Metal 1:
Scale bar: 20 µm. Supply wires on this layer in grey.
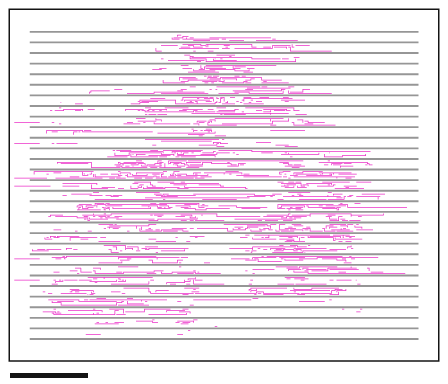
Track usage over the die:
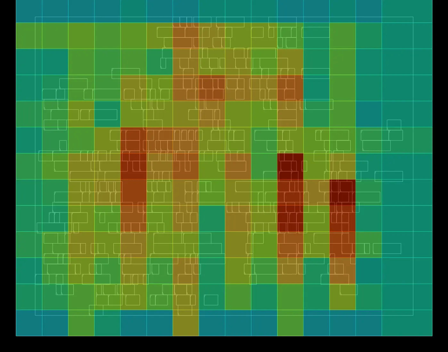
Close-up of the layout:
Scale bar: 10 µm. Window x 62 to 102, y 2 to 42 µm. Cells in grey, sequential cells in the stronger grey; small squares are vias.
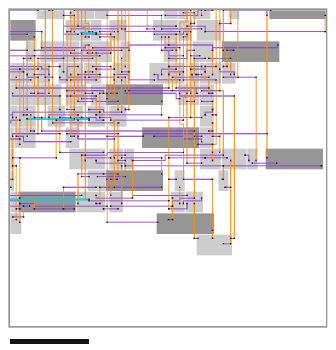
Selected gate families:
Scale bar: 20 µm.
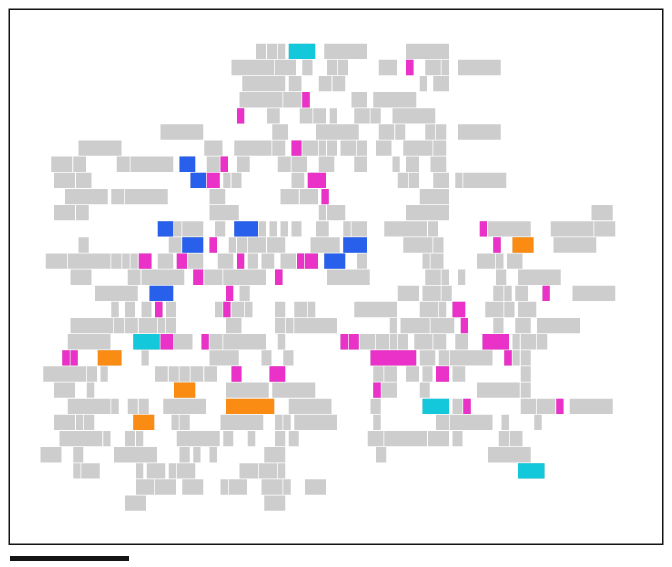
$ cat config.mk
export PLATFORM = sky130hd
export DESIGN_NAME = ps2_device_tx_flat
export DESIGN_NICKNAME = d
export VERILOG_FILES = /design/src/rtl/ps2_device_tx_if.sv /design/src/rtl/ps2_device_tx.sv /design/src/flat_wrapper.sv
export SDC_FILE = /design/constraint.sdc
export NUM_CORES = 1
export LEC_CHECK = 0
export CORE_ASPECT_RATIO = 0.8
export CORE_MARGIN = 5
export CORE_UTILIZATION = 35
export DETAILED_ROUTE_END_ITERATION = 7
export PLACE_DENSITY = 0.55
export REMOVE_ABC_BUFFERS = 1
export SYNTH_ARGS = -nofsm -noshare
export SYNTH_HDL_FRONTEND = slang
export SYNTH_SLANG_ARGS = --single-unit
$ cat constraint.sdc
create_clock -name clk -period 4.5 [get_ports clk]
set_input_delay 0.9 -clock clk [delete_from_list [all_inputs] [get_ports clk]]
set_output_delay 0.9 -clock clk [all_outputs]
set_load 0.01 [all_outputs]
$ cat src/rtl/ps2_device_tx_if.sv
// Byte handshake plus PS/2 line sense/drive bundle for ps2_device_tx.
// master = host/system side, slave = the transmitter itself.
interface ps2_device_tx_if;
  logic [7:0] tx_byte;
  logic       tx_valid;
  logic       tx_ready;
  logic       tx_done;
  logic       tx_abort;
  logic       ps2_clk_in;
  logic       ps2_data_in;
  logic       ps2_clk_oe;
  logic       ps2_data_oe;

  modport master (
    output tx_byte, tx_valid, ps2_clk_in, ps2_data_in,
    input  tx_ready, tx_done, tx_abort, ps2_clk_oe, ps2_data_oe
  );

  modport slave (
    input  tx_byte, tx_valid, ps2_clk_in, ps2_data_in,
    output tx_ready, tx_done, tx_abort, ps2_clk_oe, ps2_data_oe
  );
endinterface

$ cat src/rtl/ps2_device_tx.sv
// Device-side PS/2 transmitter: 11-bit frames (start, 8 data LSB first, odd parity, stop) on open-drain lines.
// Optional PS2_TX_FIFO_EN adds a 4-entry byte FIFO ahead of the serialiser.
module ps2_device_tx #(
  parameter int HALF_CYC = 2500,
  parameter int GAP_CYC  = 5000
) (
  input logic            clk,
  input logic            reset,
  ps2_device_tx_if.slave bus
);
  localparam int HW = $clog2(HALF_CYC + 1);
  localparam int GW = $clog2(GAP_CYC + 1);
  localparam logic [HW-1:0] HALF_LAST   = HW'(HALF_CYC - 1);
  localparam logic [HW-1:0] HALF_MAX    = {HW{1'b1}};
  localparam logic [HW-1:0] SYNC_SETTLE = HW'(2);
  localparam logic [GW-1:0] GAP_LAST    = GW'(GAP_CYC - 1);
  localparam logic [GW-1:0] GAP_MAX     = {GW{1'b1}};
  localparam logic [3:0]    LAST_BIT    = 4'd10;

  typedef enum logic [2:0] {
    IDLE      = 3'd0,
    WAIT_IDLE = 3'd1,
    SETUP     = 3'd2,
    LOW       = 3'd3,
    GAP       = 3'd4
  } state_t;

  function automatic logic odd_parity(input logic [7:0] b);
    return ~^b;
  endfunction

  state_t       state_r;
  logic [1:0]   clk_sync_r;
  logic [1:0]   data_sync_r;
  logic [HW-1:0] half_cnt_r;
  logic [GW-1:0] idle_cnt_r;
  logic [3:0]   bit_idx_r;
  logic [10:0]  frame_r;
  logic         clk_oe_r;
  logic         data_oe_r;
  logic         done_r;
  logic         abort_r;
  logic         ready_r;

  logic         clk_s;
  logic         line_idle_s;
  logic         gap_done_s;
  logic [3:0]   next_idx_s;
  logic         start_s;
  logic [7:0]   start_byte_s;

  // Line-sense synchronisers; idle-high after reset.
  always_ff @(posedge clk) begin
    if (!reset) begin
      clk_sync_r  <= 2'b11;
      data_sync_r <= 2'b11;
    end else begin
      clk_sync_r  <= {clk_sync_r[0], bus.ps2_clk_in};
      data_sync_r <= {data_sync_r[0], bus.ps2_data_in};
    end
  end

  // Decoded line state and shared FSM conditions.
  always_comb begin
    clk_s       = clk_sync_r[1];
    line_idle_s = clk_sync_r[1] && data_sync_r[1];
    gap_done_s  = (state_r == GAP) && (idle_cnt_r == GAP_LAST);
    next_idx_s  = bit_idx_r + 4'd1;
  end

`ifdef PS2_TX_FIFO_EN
  logic [7:0] fifo_mem_r [4];
  logic [1:0] wr_ptr_r;
  logic [1:0] rd_ptr_r;
  logic [2:0] fifo_cnt_r;
  logic [2:0] fifo_cnt_next_s;
  logic       push_s;

  // FIFO push/pop decode; the serialiser pops whenever it sits in IDLE.
  always_comb begin
    push_s          = bus.tx_valid && ready_r;
    start_s         = (state_r == IDLE) && (fifo_cnt_r != 3'd0);
    start_byte_s    = fifo_mem_r[rd_ptr_r];
    fifo_cnt_next_s = fifo_cnt_r + {2'b00, push_s} - {2'b00, start_s};
  end

  // FIFO storage, pointers and registered not-full ready.
  always_ff @(posedge clk) begin
    if (!reset) begin
      wr_ptr_r   <= 2'd0;
      rd_ptr_r   <= 2'd0;
      fifo_cnt_r <= 3'd0;
      ready_r    <= 1'b1;
    end else begin
      if (push_s) begin
        fifo_mem_r[wr_ptr_r] <= bus.tx_byte;
        wr_ptr_r             <= wr_ptr_r + 2'd1;
      end
      if (start_s) begin
        rd_ptr_r <= rd_ptr_r + 2'd1;
      end
      fifo_cnt_r <= fifo_cnt_next_s;
      ready_r    <= (fifo_cnt_next_s != 3'd4);
    end
  end
`else
  // Single holding register: the byte is taken straight from the bus on accept.
  always_comb begin
    start_s      = (state_r == IDLE) && bus.tx_valid && ready_r;
    start_byte_s = bus.tx_byte;
  end

  // Ready is high exactly while the serialiser is in IDLE.
  always_ff @(posedge clk) begin
    if (!reset) begin
      ready_r <= 1'b1;
    end else if (start_s) begin
      ready_r <= 1'b0;
    end else if (gap_done_s) begin
      ready_r <= 1'b1;
    end else begin
      ready_r <= ready_r;
    end
  end
`endif

  // Frame serialiser with host-inhibit abort and retry.
  always_ff @(posedge clk) begin
    if (!reset) begin
      state_r    <= IDLE;
      clk_oe_r   <= 1'b0;
      data_oe_r  <= 1'b0;
      done_r     <= 1'b0;
      abort_r    <= 1'b0;
      half_cnt_r <= {HW{1'b0}};
      idle_cnt_r <= {GW{1'b0}};
      bit_idx_r  <= 4'd0;
      frame_r    <= 11'h000;
    end else begin
      done_r  <= 1'b0;
      abort_r <= 1'b0;
      case (state_r)
        IDLE: begin
          clk_oe_r  <= 1'b0;
          data_oe_r <= 1'b0;
          if (start_s) begin
            frame_r    <= {1'b1, odd_parity(start_byte_s), start_byte_s, 1'b0};
            idle_cnt_r <= {GW{1'b0}};
            state_r    <= WAIT_IDLE;
          end
        end
        WAIT_IDLE: begin
          if (!line_idle_s) begin
            idle_cnt_r <= {GW{1'b0}};
          end else if (idle_cnt_r == GAP_LAST) begin
            bit_idx_r  <= 4'd0;
            half_cnt_r <= {HW{1'b0}};
            data_oe_r  <= ~frame_r[0];
            state_r    <= SETUP;
          end else begin
            idle_cnt_r <= (idle_cnt_r == GAP_MAX) ? idle_cnt_r : idle_cnt_r + GW'(1);
          end
        end
        SETUP: begin
          // Our own clock release needs two cycles to reach the synchroniser output,
          // so a low sensed clock only counts as inhibit after that.
          if (!clk_s && (half_cnt_r >= SYNC_SETTLE)) begin
            clk_oe_r   <= 1'b0;
            data_oe_r  <= 1'b0;
            abort_r    <= 1'b1;
            bit_idx_r  <= 4'd0;
            idle_cnt_r <= {GW{1'b0}};
            state_r    <= WAIT_IDLE;
          end else if (half_cnt_r == HALF_LAST) begin
            clk_oe_r   <= 1'b1;
            half_cnt_r <= {HW{1'b0}};
            state_r    <= LOW;
          end else begin
            half_cnt_r <= (half_cnt_r == HALF_MAX) ? half_cnt_r : half_cnt_r + HW'(1);
          end
        end
        LOW: begin
          if (half_cnt_r == HALF_LAST) begin
            clk_oe_r   <= 1'b0;
            half_cnt_r <= {HW{1'b0}};
            if (bit_idx_r < LAST_BIT) begin
              bit_idx_r <= next_idx_s;
              data_oe_r <= ~frame_r[next_idx_s];
              state_r   <= SETUP;
            end else begin
              data_oe_r  <= 1'b0;
              done_r     <= 1'b1;
              idle_cnt_r <= {GW{1'b0}};
              state_r    <= GAP;
            end
          end else begin
            half_cnt_r <= (half_cnt_r == HALF_MAX) ? half_cnt_r : half_cnt_r + HW'(1);
          end
        end
        GAP: begin
          clk_oe_r  <= 1'b0;
          data_oe_r <= 1'b0;
          if (gap_done_s) begin
            state_r <= IDLE;
          end else begin
            idle_cnt_r <= (idle_cnt_r == GAP_MAX) ? idle_cnt_r : idle_cnt_r + GW'(1);
          end
        end
        default: begin
          clk_oe_r  <= 1'b0;
          data_oe_r <= 1'b0;
          state_r   <= IDLE;
        end
      endcase
    end
  end

  assign bus.tx_ready    = ready_r;
  assign bus.tx_done     = done_r;
  assign bus.tx_abort    = abort_r;
  assign bus.ps2_clk_oe  = clk_oe_r;
  assign bus.ps2_data_oe = data_oe_r;
endmodule

$ cat src/flat_wrapper.sv
// flat-port wrapper written by rule: the top's interface ports become plain ports
module ps2_device_tx_flat 
#(
  parameter int HALF_CYC = 2500,
  parameter int GAP_CYC  = 5000
)
  (clk, reset, bus_tx_byte, bus_tx_valid, bus_ps2_clk_in, bus_ps2_data_in, bus_tx_ready, bus_tx_done, bus_tx_abort, bus_ps2_clk_oe, bus_ps2_data_oe);
  ps2_device_tx_if bus_i ();
  input logic clk;
  input logic reset;
  input wire logic [$bits(bus_i.tx_byte)-1:0] bus_tx_byte;
  input wire logic [$bits(bus_i.tx_valid)-1:0] bus_tx_valid;
  input wire logic [$bits(bus_i.ps2_clk_in)-1:0] bus_ps2_clk_in;
  input wire logic [$bits(bus_i.ps2_data_in)-1:0] bus_ps2_data_in;
  output wire logic [$bits(bus_i.tx_ready)-1:0] bus_tx_ready;
  output wire logic [$bits(bus_i.tx_done)-1:0] bus_tx_done;
  output wire logic [$bits(bus_i.tx_abort)-1:0] bus_tx_abort;
  output wire logic [$bits(bus_i.ps2_clk_oe)-1:0] bus_ps2_clk_oe;
  output wire logic [$bits(bus_i.ps2_data_oe)-1:0] bus_ps2_data_oe;
  assign bus_i.tx_byte = bus_tx_byte;
  assign bus_i.tx_valid = bus_tx_valid;
  assign bus_i.ps2_clk_in = bus_ps2_clk_in;
  assign bus_i.ps2_data_in = bus_ps2_data_in;
  assign bus_tx_ready = bus_i.tx_ready;
  assign bus_tx_done = bus_i.tx_done;
  assign bus_tx_abort = bus_i.tx_abort;
  assign bus_ps2_clk_oe = bus_i.ps2_clk_oe;
  assign bus_ps2_data_oe = bus_i.ps2_data_oe;
  ps2_device_tx #(.HALF_CYC(HALF_CYC), .GAP_CYC(GAP_CYC)) u_core (.clk(clk), .reset(reset), .bus(bus_i));
endmodule
==> results.json <==
{
  "status": "finished, final reports clean",
  "hold_class": "register to register",
  "ant_nets": 0,
  "mostFrequentLayoutCells": "51 x dfxtp_1, 49 x nand2_1, 28 x a21oi_1",
  "floorplan.core_util_pct": 35.5,
  "hold_buffers": 0,
  "num-nonclk-buffers": 19,
  "chipArea_mm2": 0.00988,
  "mux_share_pct": 2.28,
  "power-top-group": "registers",
  "ys_chip_area_mm2": 0.00280,
  "reg.largest.list": "u_core.idle_cnt_r: 13 flops, u_core.half_cnt_r: 12 flops, u_core.frame_r: 10 flops",
  "vias": 2564,
  "numSynthFlops": 51,
  "tritoncts": "built",
  "cp_slowest_cell": "or4_1",
  "grt_use_total_pct": 13.9,
  "grt_pass1_vias": 2352,
  "wl_um": 6680,
  "pwr-share-comb_pct": 18.8,
  "crit_fanout": 20,
  "seqPwrFrac_pct": 50.8,
  "synth_top_cell_by_area": "dfxtp_1",
  "worstSetupEndpointType": "register",
  "crit_path_start": "u_core.idle_cnt_r[0]$_SDFFE_PN0P_",
  "cts_setup_buffers": 0,
  "final.setup.tns_ps": 0,
  "edf_count": 0,
  "holdWs_ps": 412,
  "clock.fmax_mhz": 352,
  "comb-cell-share_pct": 52.7,
  "clkLatencyLatePin_ps": 310,
  "seq_share_pct": 32.9,
  "io_buffers": 17,
  "pre_cts_slack_ps": 1630,
  "worst_pin_slew_ps": 1220,
  "switchingPower_mw": 0.293,
  "fin_crit_sh_pct": 63.2,
  "xor_area_share_pct": 3.76,
  "warnings": 26,
  "dp.cells": 452,
  "clockNetworkAreaShare_pct": 3.34,
  "clkbuf_count": 7,
  "num-multi-input-gates": 267,
  "path_cells": "ha_1 > and4_2 > nand4_1 > o21ai_2 > nand3_1 > or4_1 > o22ai_1",
  "timing.slew.headroom_pct": 18.2,
  "p_sw_share_pct": 29.9,
  "post_cts_resize_count": 0,
  "period_needed_ps": 2840,
  "required_ps": 4740,
  "clock-sinks": 51,
  "io_pins": 18,
  "ys_sh_aoi_pct": 18.5,
  "syn2layout_area_growth_pct": 11.2,
  "n_antenna_cell": 0,
  "power_mw": 0.982,
  "synth_async_sr_flop_share_pct": 0
}
-- 'metal 1' (at the start) --
longest straight run	30.4 µm
nets with wire on the layer	339
wire length on this layer	3,490 µm
main direction	horizontal

-- 'track usage over the die' (at the start) --
Finished Core Util: 39.5%
GR peak layer: met1
wire length per cell: 14.5 µm
met3 Usage GRT: 2.72%
met2 usage: 19.0%

-- 'close-up of the layout' (at the start) --
layer	colour
met1	purple
met3	cyan
met2	orange
sequential cells in the window	7
netlist names of flops here include	`u_core.half_cnt_r` (7)
cells with their middle in the window	60
most frequent	a21oi_1 (8), dfxtp_1 (7)

-- 'selected gate families' (at the start) --
family	colour	cells
NOR gates	magenta	39
adder and majority cells	cyan	4
multiplexers	orange	5
AND-OR and OR-AND gates	blue	8

## routing by layer
layer | global-route usage (%) | wire length [µm]
met1 | 21.7 | 3490
met2 | 19.0 | 2780
met3 | 2.72 | 341
met4 | 4.15 | 63
met5 | 0 | 0
## Yosys cell counts, drive strengths merged (2+ instances only)
library cell / n
o22ai: 7
and2: 6
nor2: 24
nand4: 6
xor2: 2
nor4: 3
buf: 3
ha: 4
a31oi: 6
xnor2: 10
o211ai: 3
and4b: 2
or3: 4
nand2b: 6
o31ai: 7
or2: 3
nand3: 21
nor2b: 5
nand2: 49
nor3: 5
clkbuf: 15
and4: 6
and3: 6
a211oi: 2
inv: 6
or4: 13
a21oi: 28
dfxtp: 51
o21ai: 18
o21a: 2
mux2i: 3
Power is estimated from default activity; no workload was simulated.
